==> src/rtl/reg_dump_ctrl.sv <==
// Register-file dump/load sequencer: streams R[0..31] out as 16 paired beats,
// or writes 32 incoming words into R[0..31].
module reg_dump_ctrl #(
    parameter int unsigned DWIDTH = 32
) (
    input  logic                clk,
    input  logic                rst,
    input  logic                cmd_valid,
    input  logic                cmd_op,
    output logic                cmd_ready,
    input  logic                ld_valid,
    input  logic [DWIDTH-1:0]   ld_data,
    output logic                ld_ready,
    output logic                dp_valid,
    output logic [2*DWIDTH-1:0] dp_data,
    output logic                dp_last,
    input  logic                dp_ready,
    output logic [4:0]          rf_rs1_id,
    output logic [4:0]          rf_rs2_id,
    input  logic [DWIDTH-1:0]   rf_rs1,
    input  logic [DWIDTH-1:0]   rf_rs2,
    output logic                rf_we,
    output logic [4:0]          rf_rdst_id,
    output logic [DWIDTH-1:0]   rf_rdst,
    output logic                done
);

    typedef enum logic [1:0] {StIdle, StDump, StDrain, StLoad} state_e;

    state_e              state_q, state_d;
    logic [4:0]          cnt_q, cnt_d;
    logic                dp_valid_q, dp_valid_d;
    logic                dp_last_q, dp_last_d;
    logic [2*DWIDTH-1:0] dp_data_q, dp_data_d;
    logic                done_q, done_d;

    assign cmd_ready  = (state_q == StIdle);
    assign ld_ready   = (state_q == StLoad);
    assign rf_we      = ld_ready && ld_valid;
    assign rf_rdst_id = cnt_q;
    assign rf_rdst    = ld_data;
    assign rf_rs1_id  = (state_q == StDump) ? {cnt_q[3:0], 1'b0} : 5'd0;
    assign rf_rs2_id  = (state_q == StDump) ? {cnt_q[3:0], 1'b1} : 5'd0;
    assign dp_valid   = dp_valid_q;
    assign dp_last    = dp_last_q;
    assign dp_data    = dp_data_q;
    assign done       = done_q;

    always_comb begin
        state_d    = state_q;
        cnt_d      = cnt_q;
        dp_valid_d = dp_valid_q;
        dp_last_d  = dp_last_q;
        dp_data_d  = dp_data_q;
        done_d     = 1'b0;

        unique case (state_q)
            StIdle: begin
                if (cmd_valid) begin
                    state_d = cmd_op ? StLoad : StDump;
                    cnt_d   = 5'd0;
                end
            end
            StDump: begin
                // Output register is free when empty or being drained this cycle.
                if (!dp_valid_q || dp_ready) begin
                    dp_data_d  = {rf_rs2, rf_rs1};
                    dp_valid_d = 1'b1;
                    dp_last_d  = (cnt_q == 5'd15);
                    cnt_d      = cnt_q + 5'd1;
                    if (cnt_q == 5'd15) begin
                        state_d = StDrain;
                    end
                end
            end
            StDrain: begin
                if (dp_ready) begin
                    dp_valid_d = 1'b0;
                    dp_last_d  = 1'b0;
                    done_d     = 1'b1;
                    state_d    = StIdle;
                end
            end
            StLoad: begin
                if (ld_valid) begin
                    if (cnt_q == 5'd31) begin
                        done_d  = 1'b1;
                        state_d = StIdle;
                    end else begin
                        cnt_d = cnt_q + 5'd1;
                    end
                end
            end
            default: state_d = StIdle;
        endcase
    end

    always_ff @(posedge clk or negedge rst) begin
        if (!rst) begin
            state_q    <= StIdle;
            cnt_q      <= 5'd0;
            dp_valid_q <= 1'b0;
            dp_last_q  <= 1'b0;
            dp_data_q  <= '0;
            done_q     <= 1'b0;
        end else begin
            state_q    <= state_d;
            cnt_q      <= cnt_d;
            dp_valid_q <= dp_valid_d;
            dp_last_q  <= dp_last_d;
            dp_data_q  <= dp_data_d;
            done_q     <= done_d;
        end
    end

endmodule

==> config.mk <==
export PLATFORM = sky130hd
export DESIGN_NAME = reg_dump_ctrl
export DESIGN_NICKNAME = d
export VERILOG_FILES = /design/src/rtl/reg_dump_ctrl.sv
export SDC_FILE = /design/constraint.sdc
export NUM_CORES = 1
export LEC_CHECK = 0
export ABC_AREA = 1
export CAP_MARGIN = 10
export CORE_ASPECT_RATIO = 1.1
export CORE_MARGIN = 2
export CORE_UTILIZATION = 33
export DETAILED_ROUTE_END_ITERATION = 6
export GPL_TIMING_DRIVEN = 0
export PLACE_DENSITY = 0.77
export SYNTH_ARGS = -nofsm -noshare
export SYNTH_HDL_FRONTEND = slang
export SYNTH_SLANG_ARGS = --single-unit
==> constraint.sdc <==
create_clock -name clk -period 1.7 [get_ports clk]
set_input_delay 0.51 -clock clk [delete_from_list [all_inputs] [get_ports clk]]
set_output_delay 0.51 -clock clk [all_outputs]
set_load 0.005 [all_outputs]
run_1/io_fan.png
(2 px per micron)
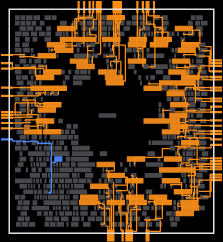
- dp_data: orange (direction output; edge 26 right, 17 top, 11 bottom, 10 left; end cells 64; buffers 64; wire 1,750 microns)
- cmd_ready: blue (direction output; edge left; end cells 1; buffers 1; wire 54.7 microns)

run_1/placement.png
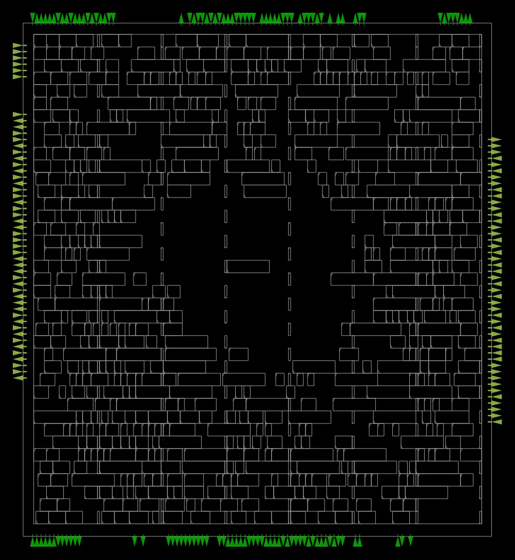
core box area: 0.0103 sq mm
number of fill cells in the layout: 893
register share of the cell area: 0.301
filler-free cell count of the finished design: 782
row count: 39

run_1/placement_by_type.png
(3 px per micron)
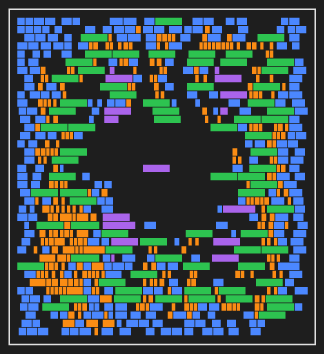
- sequential cells: green (cells 74; share of their area 31%)
- remaining buffers and delay cells: blue (cells 270; share of their area 42%)
- combinational and other logic: orange (cells 279; share of their area 22%)
- clock drivers and dummy loads: purple (cells 16; share of their area 5.4%)

==> job_summary.md, run 1 <==
### Metrics collected by this job

| Metric | Value |
|---|---|
| Layout clock buffer count | 11 |
| Most numerous cell in the Yosys netlist | sky130_fd_sc_hd__nand2_1 |
| Violations in the final reports | setup timing |
| Post-layout total power | 9.23 mW |
| Antenna violations before repair | 0 |
| Stage delay of the slowest cell on the critical path | between 0.4 and 0.5 ns |
| Vias | 3,530 |
| Number of nets in the layout | 739 |
| Number of buffer and inverter instances along the worst setup path | 4 |
| Final worst setup slack | -0.0902 ns |
| Origin of the worst setup path | state_q[0] |
| Status | finished with violations |
| Worst-margin pin slew | 0.508 ns |
| Post-Route WL | 10,400 microns |
| Largest net degree at the start of global routing | 39 |
| Logic depth of the worst path, buffers included | 5 |
| Cell type with the largest total area after synthesis | sky130_fd_sc_hd__dfrtp_1 |
| Max Fclk | between 0.5 and 0.6 GHz |
| CTS Buf Count | 9 |
| Number of global-route vias before repair | 3,429 |
| Boundary pin count | 219 |
| Quantity of hold-fixing buffers added after cts | 0 |
| Leading cell types in the layout, fill and taps excluded | sky130_fd_sc_hd__nand2_1 (152), sky130_fd_sc_hd__clkdlybuf4s50_1 (101), sky130_fd_sc_hd__nand3_1 (73), sky130_fd_sc_hd__dfrtp_1 (72), sky130_fd_sc_hd__buf_4 (60) |
| Power per cell area | 1500 mW/mm^2 |
| Final setup violation count | 6 |
| Remaining global-route overflow | 0 |
| Yosys chip area | about 0.0035 sq mm |
| Die Size | 0.0113 sq mm |
| GR Util met2 | 0.304 |
## run 1: what timing repair did
action / in CTS / in global routing
endpoints found under the setup margin: 112 / 49
buffers inserted: 14 / 13
pin swaps: 7 / 10
resized: 134 / 49
## run 1: state kept, by name (all words and copies together), names as in the netlist
| signal | cells |
|---|---|
| done | 1 |
| rf_rdst_id | 5 |
| dp_last | 1 |
| state_q | 2 |
| dp_data | 64 |
| dp_valid | 1 |
## run 1: power by group
part / switching, mW / internal [mW] / total, mW
Clock: 0.689 / 1.32 / 2.01
Combinational: 2.08 / 2.19 / 4.27
Sequential: 0.411 / 2.54 / 2.95
## run 1: metal layers
metal / share of wire / wire (microns)
met2: 0.50 / 5240
met3: 0.067 / 692
met4: 0.016 / 169
met1: 0.41 / 4310
met5: 0 / 0
## Run 2: what changed since run 1
- CTS_CLUSTER_SIZE: default -> 40
- TNS_END_PERCENT: default -> 100
run_2/layer_met1.png
(4 px per micron) Supply wires on this layer in gray. Cells faint in the background.
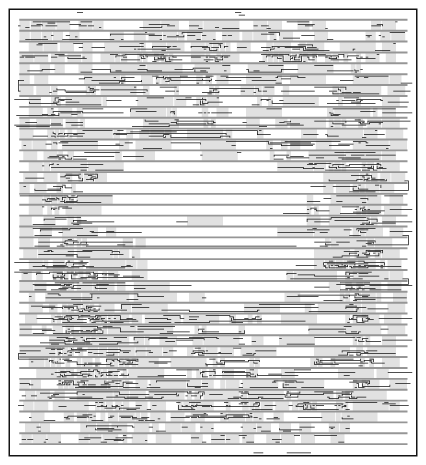
- main direction: horizontal
- longest straight run: 52.4 microns
- wire length on this layer: 4,310 microns

==> run 2 against run 1 <==
The run still ends with setup timing left; via count is the same; highest routed layer unchanged; final area did not move; worst setup slack unchanged; non-clock buffer count stayed put; combinational power hardly changed; core utilization is the same; register-to-register slack barely moved; worst hold slack stayed put.
==> job_summary.md, run 2 <==
### Metrics collected by this job

| Metric | Value |
|---|---|
| Clock network power | approximately 2.0 mW |
| Antenna violations before repair | 0 |
| Layout clock buffer count | 11 |
| Power in combinational cells | 4.27 mW |
| Number of buffer and inverter instances along the worst setup path | 4 |
| Stage delay of the slowest cell on the critical path | 0.46 ns |
| Met2 WL | 5240 microns |
| Number of global-route vias before repair | 3,429 |
| Register share of the cell area | 0.301 |
| Final setup violation count | 6 |
| Met1 wire length | 4310 microns |
| Post-layout total power | 9.23 mW |
| Final worst setup slack | -0.0902 ns |
| Post-Route WL | 10,400 microns |
| Violations in the final reports | setup timing |
| Die Size | 0.0113 sq mm |
| Most numerous cell in the Yosys netlist | sky130_fd_sc_hd__nand2_1 |
| Leading cell types in the layout, fill and taps excluded | sky130_fd_sc_hd__nand2_1 (152), sky130_fd_sc_hd__clkdlybuf4s50_1 (101), sky130_fd_sc_hd__nand3_1 (73), sky130_fd_sc_hd__dfrtp_1 (72), sky130_fd_sc_hd__buf_4 (60) |
| Row count | 39 |
| Number of nets in the layout | about 740 |
| Proportion of power drawn by flip-flops and latches | 0.320 |
| Clock group share of total power | 0.218 |
| Remaining global-route overflow | 0 |
| Uppermost metal layer occupied by signal nets | met4 |
| Boundary pin count | 219 |
| Status | finished with violations |
| Worst-margin pin slew | between 0.5 and 0.6 ns |
| Power per cell area | 1500 mW/mm^2 |
| Flip-flop count of the largest register after layout | 64 |
| Design internal power | 6.05 mW |
| Yosys chip area | 0.00345 sq mm |
| Total length of routed met3 wires | 692 microns |
| Share of total power in combinational logic | 0.463 |
run_2/placement.png
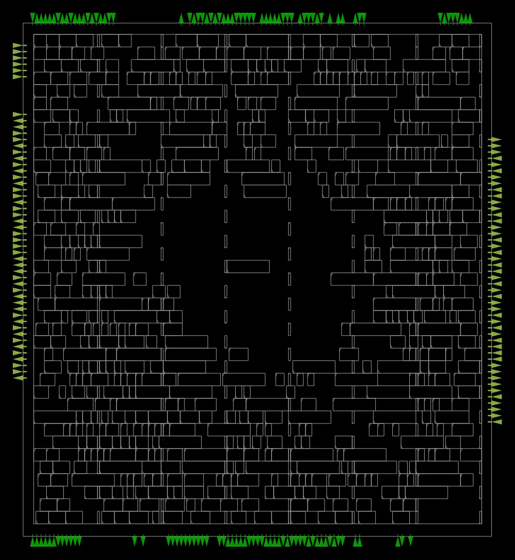
number of well taps: 143
fraction of the core area covered by cells at the end of the flow: 0.598
layout sequential cell count: 74

run 2: path summary, 6_finish.rpt:
kind	startpoint	to	slack [ns]	cells after the start
worst max-delay path	state_q[0]	rf_rs2_id[0]	-0.09	5
worst min-delay path	rst	dp_data[26]	0.15	1
max in group asynchronous	rst	dp_data[46]	0.97	2
worst min register to register	dp_data[19]	dp_data[19]	0.46	2
min in group clk	dp_data[19]	dp_data[19]	0.46	2
worst max register to register	rf_rdst_id[0]	rf_rdst_id[2]	0.01	10
run 2: what timing repair did:
| item | 4_1_cts | 5_1_grt |
|---|---|---|
| resized | 134 | 49 |
| setup endpoints to repair | 112 | 49 |
| endpoints found under the hold margin | 0 | 0 |
| setup buffers | 14 | 13 |
| hold buffers | 0 | 0 |
| pin swaps | 7 | 10 |
run_2/placement_by_type.png
(3 px per micron)
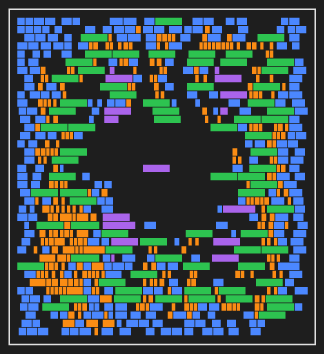

## Run 3: what changed since run 2
- CORE_MARGIN: 2 -> default
run_3/placement_by_type.png
(3 px per micron)
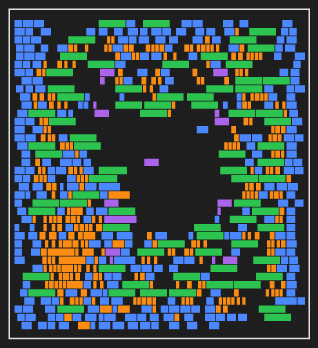
- clock drivers and dummy loads: purple (cells 16; share of their area 3.1%)
- combinational and other logic: orange (cells 279; share of their area 22%)
- sequential cells: green (cells 74; share of their area 32%)
- remaining buffers and delay cells: blue (cells 280; share of their area 43%)

run_3/placement.png
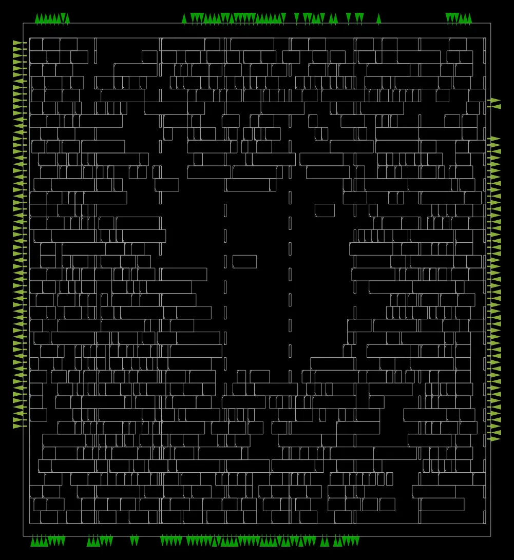
fraction of the core area covered by cells at the end of the flow: 0.601
register share of the cell area: 0.307
number of fill cells in the layout: 856
filler-free cell count of the finished design: 789
row count: 38

==> run 3 against run 2 <==
The run still ends with setup timing left; via count up 1.8%; fmax down 4.7%; clock-buffer cell count rose by 2; worst setup slack lost 0.088 ns; die size is 3.7% lower; total power shrank 5.8%; worst hold slack got worse by 0.028 ns; critical path type unchanged; largest cell class unchanged; largest power group unchanged.
==> job_summary.md, run 3 <==
### Metrics collected by this job

| Metric | Value |
|---|---|
| Status | finished with violations |
| Violations in the final reports | setup timing |
| Boundary pin count | roughly 220 |
| Power in combinational cells | 4.45 mW |
| Antenna violations before repair | 0 |
| Net switching power | around 3.2 mW |
| Layout sequential cell count | 74 |
| Post-layout total power | 8.70 mW |
| Proportion of power drawn by flip-flops and latches | 0.341 |
| CTS Buf Count | 9 |
| Number of well taps | 140 |
| Final worst setup slack | -0.178 ns |
| Switch share | 0.367 |
| Met1 wire length | 4270 microns |
| Number of buffer and inverter instances along the worst setup path | 4 |
| Uppermost metal layer occupied by signal nets | met4 |
| Final setup violation count | 12 |
| Layout clock buffer count | 13 |
| Clock group share of total power | 0.147 |
| Cell type with the largest total area after synthesis | sky130_fd_sc_hd__dfrtp_1 |
| Met2 WL | 5520 microns |
| Max Fclk | about 0.53 GHz |
| Design internal power | 5.51 mW |
| Number of nets in the layout | 749 |
[run 3: cell counts after synthesis]
No cell type changed its count.
[run 3: final timing paths]
check | start | to | slack (ns)
setup / recovery | state_q[1] | rf_rs2_id[1] | -0.18
hold / removal | rst | dp_data[10] | 0.12
setup reg to reg | rf_rdst_id[1] | state_q[0] | 0.01
hold reg to reg | dp_data[9] | dp_data[9] | 0.47
max in group asynchronous | rst | dp_data[46] | 1.00
min in group clk | dp_data[9] | dp_data[9] | 0.47
[run 3: cells by family after synthesis]
family,synth area share
DFF,0.537
other,0.00109
and+or+nand+nor,0.305
adders and majority gates,0.0109
buffers and inverters,0.135
AOI/OAI and AO/OA,0.0112
[run 3: repair_timing]
item / CTS / global route
setup buffers: 29 / 6
gates resized: 165 / 20
pin swaps: 6 / 13
endpoints found under the setup margin: 139 / 59
Power figures rest on the tool's default switching activity, not on a simulated workload.
